**Metal layers overlaid**

(1 px per um)
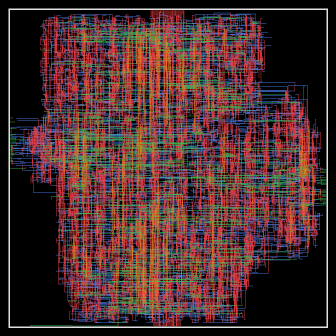
**Clock network drawn from the DEF**

(1 px per um)
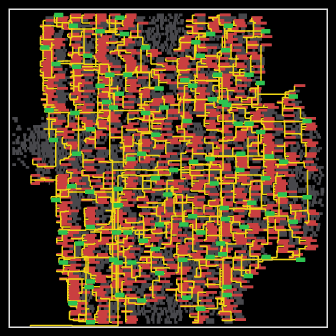
**Track usage over the die**

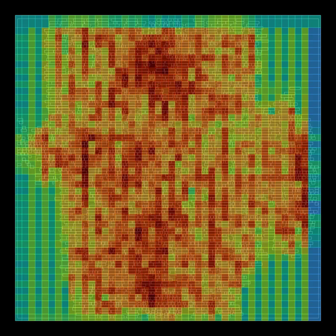
**Metal 4**

(1 px per um)
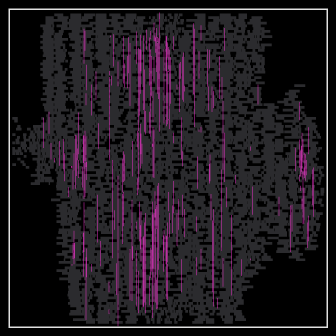
**Close-up of the layout**

Window x 227 to 247, y 69 to 89 um. Cells in gray, sequential cells in the stronger gray; small squares are vias.
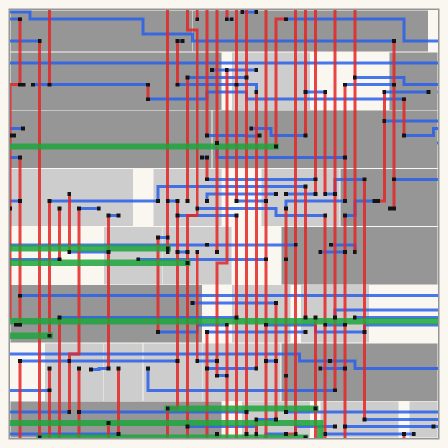
### src/rtl/mips_pkg.sv
`timescale 1ns/1ps
// mips_pkg
// Purpose : Shared definitions for the MIPS datapath blocks. Holds the
//           default register-file geometry and the state encoding of the
//           register-file initialisation FSM.
// Contents: RF_DATA_W / RF_ADDR_W / RF_NUM_REGS defaults, rf_state_e.
package mips_pkg;

  localparam int RF_DATA_W   = 32;
  localparam int RF_ADDR_W   = 5;
  localparam int RF_NUM_REGS = 2 ** RF_ADDR_W;

  // INIT sweeps the array to zero after reset; RUN is normal operation.
  typedef enum logic {
    ST_INIT = 1'b0,
    ST_RUN  = 1'b1
  } rf_state_e;

endpackage : mips_pkg

### src/rtl/reg_file_if.sv
`timescale 1ns/1ps
// reg_file_if
// Purpose : Bundles the register-file bus between the datapath (master)
//           and the register file (slave).
// Signals : RegWrite, WriteReg, WriteData    - write port (master -> slave)
//           ReadReg1, ReadReg2                - read indices (master -> slave)
//           ReadData1, ReadData2              - read data (slave -> master)
//           ready                             - initialisation done (slave -> master)
interface reg_file_if #(
  parameter int DATA_W = 32,
  parameter int ADDR_W = 5
) ();

  logic              RegWrite;
  logic [ADDR_W-1:0] WriteReg;
  logic [DATA_W-1:0] WriteData;
  logic [ADDR_W-1:0] ReadReg1;
  logic [ADDR_W-1:0] ReadReg2;
  logic [DATA_W-1:0] ReadData1;
  logic [DATA_W-1:0] ReadData2;
  logic              ready;

  modport master (
    output RegWrite, WriteReg, WriteData, ReadReg1, ReadReg2,
    input  ReadData1, ReadData2, ready
  );

  modport slave (
    input  RegWrite, WriteReg, WriteData, ReadReg1, ReadReg2,
    output ReadData1, ReadData2, ready
  );

endinterface : reg_file_if

### src/rtl/reg_file_init_fsm.sv
`timescale 1ns/1ps
// reg_file_init_fsm
// Purpose : After reset, walks an index 0..NUM_REGS-1 (one per clock) so the
//           register file can clear its array, then raises ready and stays
//           in RUN until the next reset.
// Ports   : clk      - clock
//           rst_n    - asynchronous active-low reset
//           init_en  - high while the clear sweep is in progress
//           init_idx - register index being cleared this cycle
//           ready    - high once every register has been cleared
module reg_file_init_fsm
  import mips_pkg::*;
#(
  parameter int ADDR_W = RF_ADDR_W
) (
  input  logic              clk,
  input  logic              rst_n,
  output logic              init_en,
  output logic [ADDR_W-1:0] init_idx,
  output logic              ready
);

  localparam logic [ADDR_W-1:0] LAST_IDX = '1;

  rf_state_e         state_q;
  logic [ADDR_W-1:0] idx_q;
  logic              init_en_q;
  logic              ready_q;

  // The index saturates at LAST_IDX: the clear of the last register and
  // the INIT->RUN transition happen on the same edge, so ready rises
  // exactly NUM_REGS edges after reset release.
  always_ff @(posedge clk or negedge rst_n) begin
    if (!rst_n) begin
      state_q   <= ST_INIT;
      idx_q     <= '0;
      init_en_q <= 1'b1;
      ready_q   <= 1'b0;
    end else begin
      case (state_q)
        ST_INIT: begin
          if (idx_q == LAST_IDX) begin
            state_q   <= ST_RUN;
            init_en_q <= 1'b0;
            ready_q   <= 1'b1;
          end else begin
            idx_q <= idx_q + ADDR_W'(1);
          end
        end
        ST_RUN: begin
          state_q   <= ST_RUN;
          init_en_q <= 1'b0;
          ready_q   <= 1'b1;
        end
        default: begin
          state_q   <= ST_INIT;
          idx_q     <= '0;
          init_en_q <= 1'b1;
          ready_q   <= 1'b0;
        end
      endcase
    end
  end

  assign init_en  = init_en_q;
  assign init_idx = idx_q;
  assign ready    = ready_q;

endmodule : reg_file_init_fsm

### src/rtl/reg_file.sv
`timescale 1ns/1ps
// reg_file
// Purpose : MIPS general-purpose register file: NUM_REGS x DATA_W array,
//           two combinational read ports, one synchronous write port,
//           r0 hard-wired to zero, optional same-cycle write->read
//           forwarding. The array has no reset; it is zeroed by a
//           one-register-per-cycle sweep after reset.
// Ports   : clk   - clock
//           rst_n - asynchronous active-low reset (control path only)
//           bus   - reg_file_if.slave (write port, read ports, ready)
module reg_file
  import mips_pkg::*;
#(
  parameter int DATA_W = RF_DATA_W,
  parameter int ADDR_W = RF_ADDR_W,
  parameter bit BYPASS = 1'b1
) (
  input  logic       clk,
  input  logic       rst_n,
  reg_file_if.slave  bus
);

  localparam int NUM_REGS = 2 ** ADDR_W;

  logic              init_en;
  logic [ADDR_W-1:0] init_idx;
  logic              ready;

  reg_file_init_fsm #(
    .ADDR_W (ADDR_W)
  ) u_init_fsm (
    .clk      (clk),
    .rst_n    (rst_n),
    .init_en  (init_en),
    .init_idx (init_idx),
    .ready    (ready)
  );

  // Register array: plain storage, no reset.
  logic [DATA_W-1:0] regs_q [NUM_REGS];

  // A user write counts only in RUN and never targets r0. Because ready is
  // cleared asynchronously, asserting reset also kills any pending write.
  logic              user_we;
  logic              wr_en;
  logic [ADDR_W-1:0] wr_idx;
  logic [DATA_W-1:0] wr_data;

  assign user_we = ready && bus.RegWrite && (bus.WriteReg != '0);
  assign wr_en   = init_en || user_we;
  assign wr_idx  = init_en ? init_idx : bus.WriteReg;
  assign wr_data = init_en ? '0       : bus.WriteData;

  always_ff @(posedge clk) begin
    if (wr_en) begin
      regs_q[wr_idx] <= wr_data;
    end
  end

  // Both read ports share one decode so they always agree for the same index.
  logic [ADDR_W-1:0] rd_addr [2];
  logic [DATA_W-1:0] rd_data [2];

  assign rd_addr[0] = bus.ReadReg1;
  assign rd_addr[1] = bus.ReadReg2;

  for (genvar gi = 0; gi < 2; gi++) begin : g_rd_port
    logic fwd_hit;
    assign fwd_hit = BYPASS && user_we && (bus.WriteReg == rd_addr[gi]);
    assign rd_data[gi] = (!ready || rd_addr[gi] == '0) ? '0 :
                         fwd_hit                       ? bus.WriteData :
                                                         regs_q[rd_addr[gi]];
  end

  assign bus.ReadData1 = rd_data[0];
  assign bus.ReadData2 = rd_data[1];
  assign bus.ready     = ready;

endmodule : reg_file

### src/flat_wrapper.sv
// flat-port wrapper written by rule: the top's interface ports become plain ports
module reg_file_flat import mips_pkg::*;
#(
  parameter int DATA_W = RF_DATA_W,
  parameter int ADDR_W = RF_ADDR_W,
  parameter bit BYPASS = 1'b1
)
  (clk, rst_n, bus_RegWrite, bus_WriteReg, bus_WriteData, bus_ReadReg1, bus_ReadReg2, bus_ReadData1, bus_ReadData2, bus_ready);
  reg_file_if #(.DATA_W(DATA_W), .ADDR_W(ADDR_W)) bus_i ();
  input  logic clk;
  input  logic rst_n;
  input wire logic [$bits(bus_i.RegWrite)-1:0] bus_RegWrite;
  input wire logic [$bits(bus_i.WriteReg)-1:0] bus_WriteReg;
  input wire logic [$bits(bus_i.WriteData)-1:0] bus_WriteData;
  input wire logic [$bits(bus_i.ReadReg1)-1:0] bus_ReadReg1;
  input wire logic [$bits(bus_i.ReadReg2)-1:0] bus_ReadReg2;
  output wire logic [$bits(bus_i.ReadData1)-1:0] bus_ReadData1;
  output wire logic [$bits(bus_i.ReadData2)-1:0] bus_ReadData2;
  output wire logic [$bits(bus_i.ready)-1:0] bus_ready;
  assign bus_i.RegWrite = bus_RegWrite;
  assign bus_i.WriteReg = bus_WriteReg;
  assign bus_i.WriteData = bus_WriteData;
  assign bus_i.ReadReg1 = bus_ReadReg1;
  assign bus_i.ReadReg2 = bus_ReadReg2;
  assign bus_ReadData1 = bus_i.ReadData1;
  assign bus_ReadData2 = bus_i.ReadData2;
  assign bus_ready = bus_i.ready;
  reg_file #(.DATA_W(DATA_W), .ADDR_W(ADDR_W), .BYPASS(BYPASS)) u_core (.clk(clk), .rst_n(rst_n), .bus(bus_i));
endmodule
### config.mk
export PLATFORM = sky130hd
export DESIGN_NAME = reg_file_flat
export DESIGN_NICKNAME = d
export VERILOG_FILES = /design/src/rtl/mips_pkg.sv /design/src/rtl/reg_file_if.sv /design/src/rtl/reg_file_init_fsm.sv /design/src/rtl/reg_file.sv /design/src/flat_wrapper.sv
export SDC_FILE = /design/constraint.sdc
export NUM_CORES = 1
export LEC_CHECK = 0
export ABC_CLOCK_PERIOD_IN_PS = 3900
export CORE_MARGIN = 2
export CORE_UTILIZATION = 50
export DETAILED_ROUTE_END_ITERATION = 8
export MAX_ROUTING_LAYER = met4
export PLACE_DENSITY = 0.73
export SLEW_MARGIN = 20
export SYNTH_ARGS = -nofsm -noshare
export SYNTH_HDL_FRONTEND = slang
export SYNTH_SLANG_ARGS = --single-unit
export TNS_END_PERCENT = 100
### constraint.sdc
create_clock -name clk -period 3.9 [get_ports clk]
set_input_delay 0.78 -clock clk [delete_from_list [all_inputs] [get_ports clk]]
set_output_delay 0.78 -clock clk [all_outputs]
set_load 0.01 [all_outputs]
==> results_slide.txt <==
Implementation Results

Floorplan
  – Die Wd: 316 um
  – Core Rows: 114
  – Boundary Pins: 115
  – DIE HEIGHT: 316 um
  – Chip area: 0.100 mm^2
  – Starting Density: 50.5%
  – Core box area: 0.0967 mm^2

STA
  – Hold slack: 0.360 ns
  – Fin. Hold Viols: 0
  – Worst-Margin Slew: 1.16 ns
  – Max Freq: 258 MHz
  – Slew HR: 22.7%
  – Final worst path period need: 3.88 ns
  – Setup violators final: 0
  – Fin Clk Skew: 0.0301 ns
  – Fin crit share: 99.5%
  – Max Transition Viols Final: 0

Finish
  – Nets: 3154
  – Top cells excl fill/tap: edfxtp_1, mux2i_1, mux4_2, buf_4, a221oi_1
  – Layout cell share with drive strength beyond 1: 31.3%
  – Synth-to-Final Area Change: 19.8%

Worst setup path
  – Crit start category: input port
  – WP buf/inv: 4
  – Critical path class: in2out
  – Kind of end point of the critical path: primary output
  – Critical path cell sequence: buf_8 > buf_12 > mux4_2 > a22oi_1 > buf_4 > a21oi_1 > a221o_1 > dlygate4sd2_1
  – Max incr delay on CP: 0.55 ns
  – Crit path max-delay family: buffers and inverters
  – Slowest-stage cell, CP: mux4_2
  – WP data required: 3.12 ns
  – Worst EP arrival: 3.10 ns

Placement
  – DP Worst Slack: -0.553 ns
  – Post-DP HPWL: 95700 um
  – PortBufs: 114
  – GPL Wtd Cong: 0.962

Synthesis
  – Synth Cell Area: 0.0488 mm^2
  – Main flop type: edfxtp_1
  – Mapped Cells: 2719
  – Post-synth area from yosys stat: 0.0488 mm^2
  – Yosys warning count: 0
  – Count of library flops with an enable pin: 1024
  – Synth cell types: 50
  – Post-synth ARST share: 0.775%
  – Cell area leaders: edfxtp_1, mux4_2, mux2i_1
  – Xor/xnor share: 0.233%
  – Simple-Gate Area Share: 2.11%
  – Yosys reg bits: 1032
  – Leading area contributor after synthesis: edfxtp_1
  – Synth Area per Inst: 17.9 um^2
  – Post-synth seq share: 63.4%
  – Compound Share, Synth: 8.34%
  – Syn nets: 2771
  – Fa+ha+maj area frac: 0.0513%
  – Yosys Instances: 2719
  – Top cell type's share of synthesized area: 63.0%
  – Top non-seq family: multiplexers

Clock network
  – Clk sinks: 1032
  – Clk slew on worst S/H paths: 0.06 ns
  – Htree depth: 3
  – Clk latency late pin: 0.69 ns
  – CTS buffer count: 104
  – CTS root buffer: clkbuf_16
  – Clk buf depth: 3
  – CTS tree: done

Drt
  – Total number of vias: 31900
  – ANT nets after route: 0
  – Vias per std cell: 7.14
  – Residual DRC: 0
  – DRT Wirelength: 151000 um
  – Initial DRC count: 4559
  – Drt first pass iters: 7

Run
  – Max Cap Viol: 0
  – Tool warnings: 28

Global routing
  – Total GRT Usage: 30.8%
  – First-pass GRT wire length: 216000 um
  – Gr ovfl total: 0
  – Pin count of the biggest net entering global routing: 61
  – Initial antenna violation count: 2

Hold path
  – Worst hold path type: in2async

Status
  – Status: complete, no violations

Power and ir drop
  – Power Density: 428 mW/mm^2
  – Worst ir drop on vdd: 0.362 mV
  – Leakage power: 19.9 nW
-- 'metal layers overlaid' (at the start) --
[green] metal 3 | wire length: 18300 um
[red] metal 2 | wire length: 71.1 mm
[orange] metal 4 | wire length: 7610 um
[blue] metal 1 | wire length: 53.7 mm

-- 'clock network drawn from the DEF' (at the start) --
[yellow] clock wires | length: 11500 um
[green] clock drivers | count: 104
[red] flip-flops | count: 1032
flops lie: spread over the die
routed clock nets: 105

-- 'track usage over the die' (at the start) --
Final Util: 60.5%
wire length per cell: 33.8 um

-- 'metal 4' (at the start) --
longest straight run: 150 um
nets with wire on the layer: 138
main direction: vertical
wire length on this layer: 7610 um
share of all routed wire: 5.1%

-- 'close-up of the layout' (at the start) --
[red] metal 2
[blue] metal 1
[green] metal 3
sequential cells in the window: 9
netlist names of flops here include: `u_core.regs_q` (9)
most frequent: edfxtp_1 (9), mux2i_1 (4), a221oi_1 (4)
cells with their middle in the window: 23

-- cell usage after synthesis (2+ instances only) --
| cell type | n |
|---|---|
| nor2_1 | 68 |
| buf_1 | 15 |
| edfxtp_1 | 1024 |
| buf_6 | 10 |
| nand2b_1 | 2 |
| a22oi_1 | 96 |
| and2_1 | 2 |
| nor4_1 | 2 |
| clkbuf_1 | 100 |
| a221oi_1 | 160 |
| mux2_2 | 3 |
| nor3_1 | 2 |
| nand2_1 | 47 |
| o32ai_1 | 2 |
| nor2b_1 | 68 |
| dfrtp_1 | 7 |
| a221o_1 | 64 |
| a21oi_1 | 32 |
| xnor2_1 | 13 |
| o21ai_0 | 36 |
| a211oi_1 | 64 |
| nor2_2 | 3 |
| inv_1 | 5 |
| buf_2 | 88 |
| buf_4 | 13 |
| mux2i_1 | 353 |
| o21bai_1 | 32 |
| o21ai_1 | 29 |
| ha_1 | 2 |
| nor3b_1 | 2 |
| a31oi_1 | 2 |
| nand3_1 | 4 |
| mux4_2 | 352 |
-- through the flow --
step / area [um^2] / cells
floorplan: 48800 / 2719
global placement: 54700 / 4254
detailed placement: 54700 / 4255
CTS: 58300 / 4460
global route: 58500 / 4465
finish: 58500 / 4465
-- final cells by class --
type	count	area [um^2]
antenna	1	2.50
clock buffer	121	2720
clock inverter	71	687
fill	6731	38200
inverter	6	22.5
multi-input combinational	1454	17200
sequential	1032	31000
tap	1276	1600
timing repair buffer	504	5300
-- per-layer routing --
layer,wire [um],GRT usage [%],vias up,share of wire (%)
met2,71100,47.3,2497,47
met5,0,-,-,0
met4,7610,14.1,0,5.0
li1,-,-,12500,-
met3,18300,6.66,499,12
met1,53700,39.6,16400,36
-- sequential cells by signal (all words and copies together), names as in the netlist --
signal,count
u_core.regs_q,1024
u_core.u_init_fsm.init_idx,5
u_core.u_init_fsm.init_en,1
u_core.u_init_fsm.ready,1
u_core.u_init_fsm.state_q,1
-- what timing repair did --
action	CTS	global route
cloned	2	1
hold buffers	0	0
resized	138	19
buffers inserted	12	2
pin swaps	8	2
setup endpoints to repair	64	24
-- where the power goes --
group          switching [mW]  total (mW)  internal (mW)
clock network            4.31        9.97           5.66
logic                    1.55        2.77           1.22
registers              0.0334        12.3           12.3
total                    5.90        25.1           19.2
-- final timing paths --
path                                                        from                                         to  slack (ns)  depth (start not counted)
max in group asynchronous                                  rst_n      u_core.u_init_fsm.init_en$_DFFE_PN1N_        3.23                          1
hold reg to reg              u_core.u_init_fsm.state_q$_DFF_PN0_        u_core.u_init_fsm.ready$_DFFE_PN0N_        0.46                          1
hold / removal                                             rst_n  u_core.u_init_fsm.init_idx[3]$_DFFE_PN0P_        0.36                          1
setup / recovery                                 bus_ReadReg1[0]                          bus_ReadData1[13]        0.02                          8
setup reg to reg           u_core.u_init_fsm.init_en$_DFFE_PN1N_            u_core.regs_q[24][20]$_DFFE_PP_        0.71                          5
min in group clk             u_core.u_init_fsm.state_q$_DFF_PN0_        u_core.u_init_fsm.ready$_DFFE_PN0N_        0.46                          1
Power is estimated from default activity; no workload was simulated.
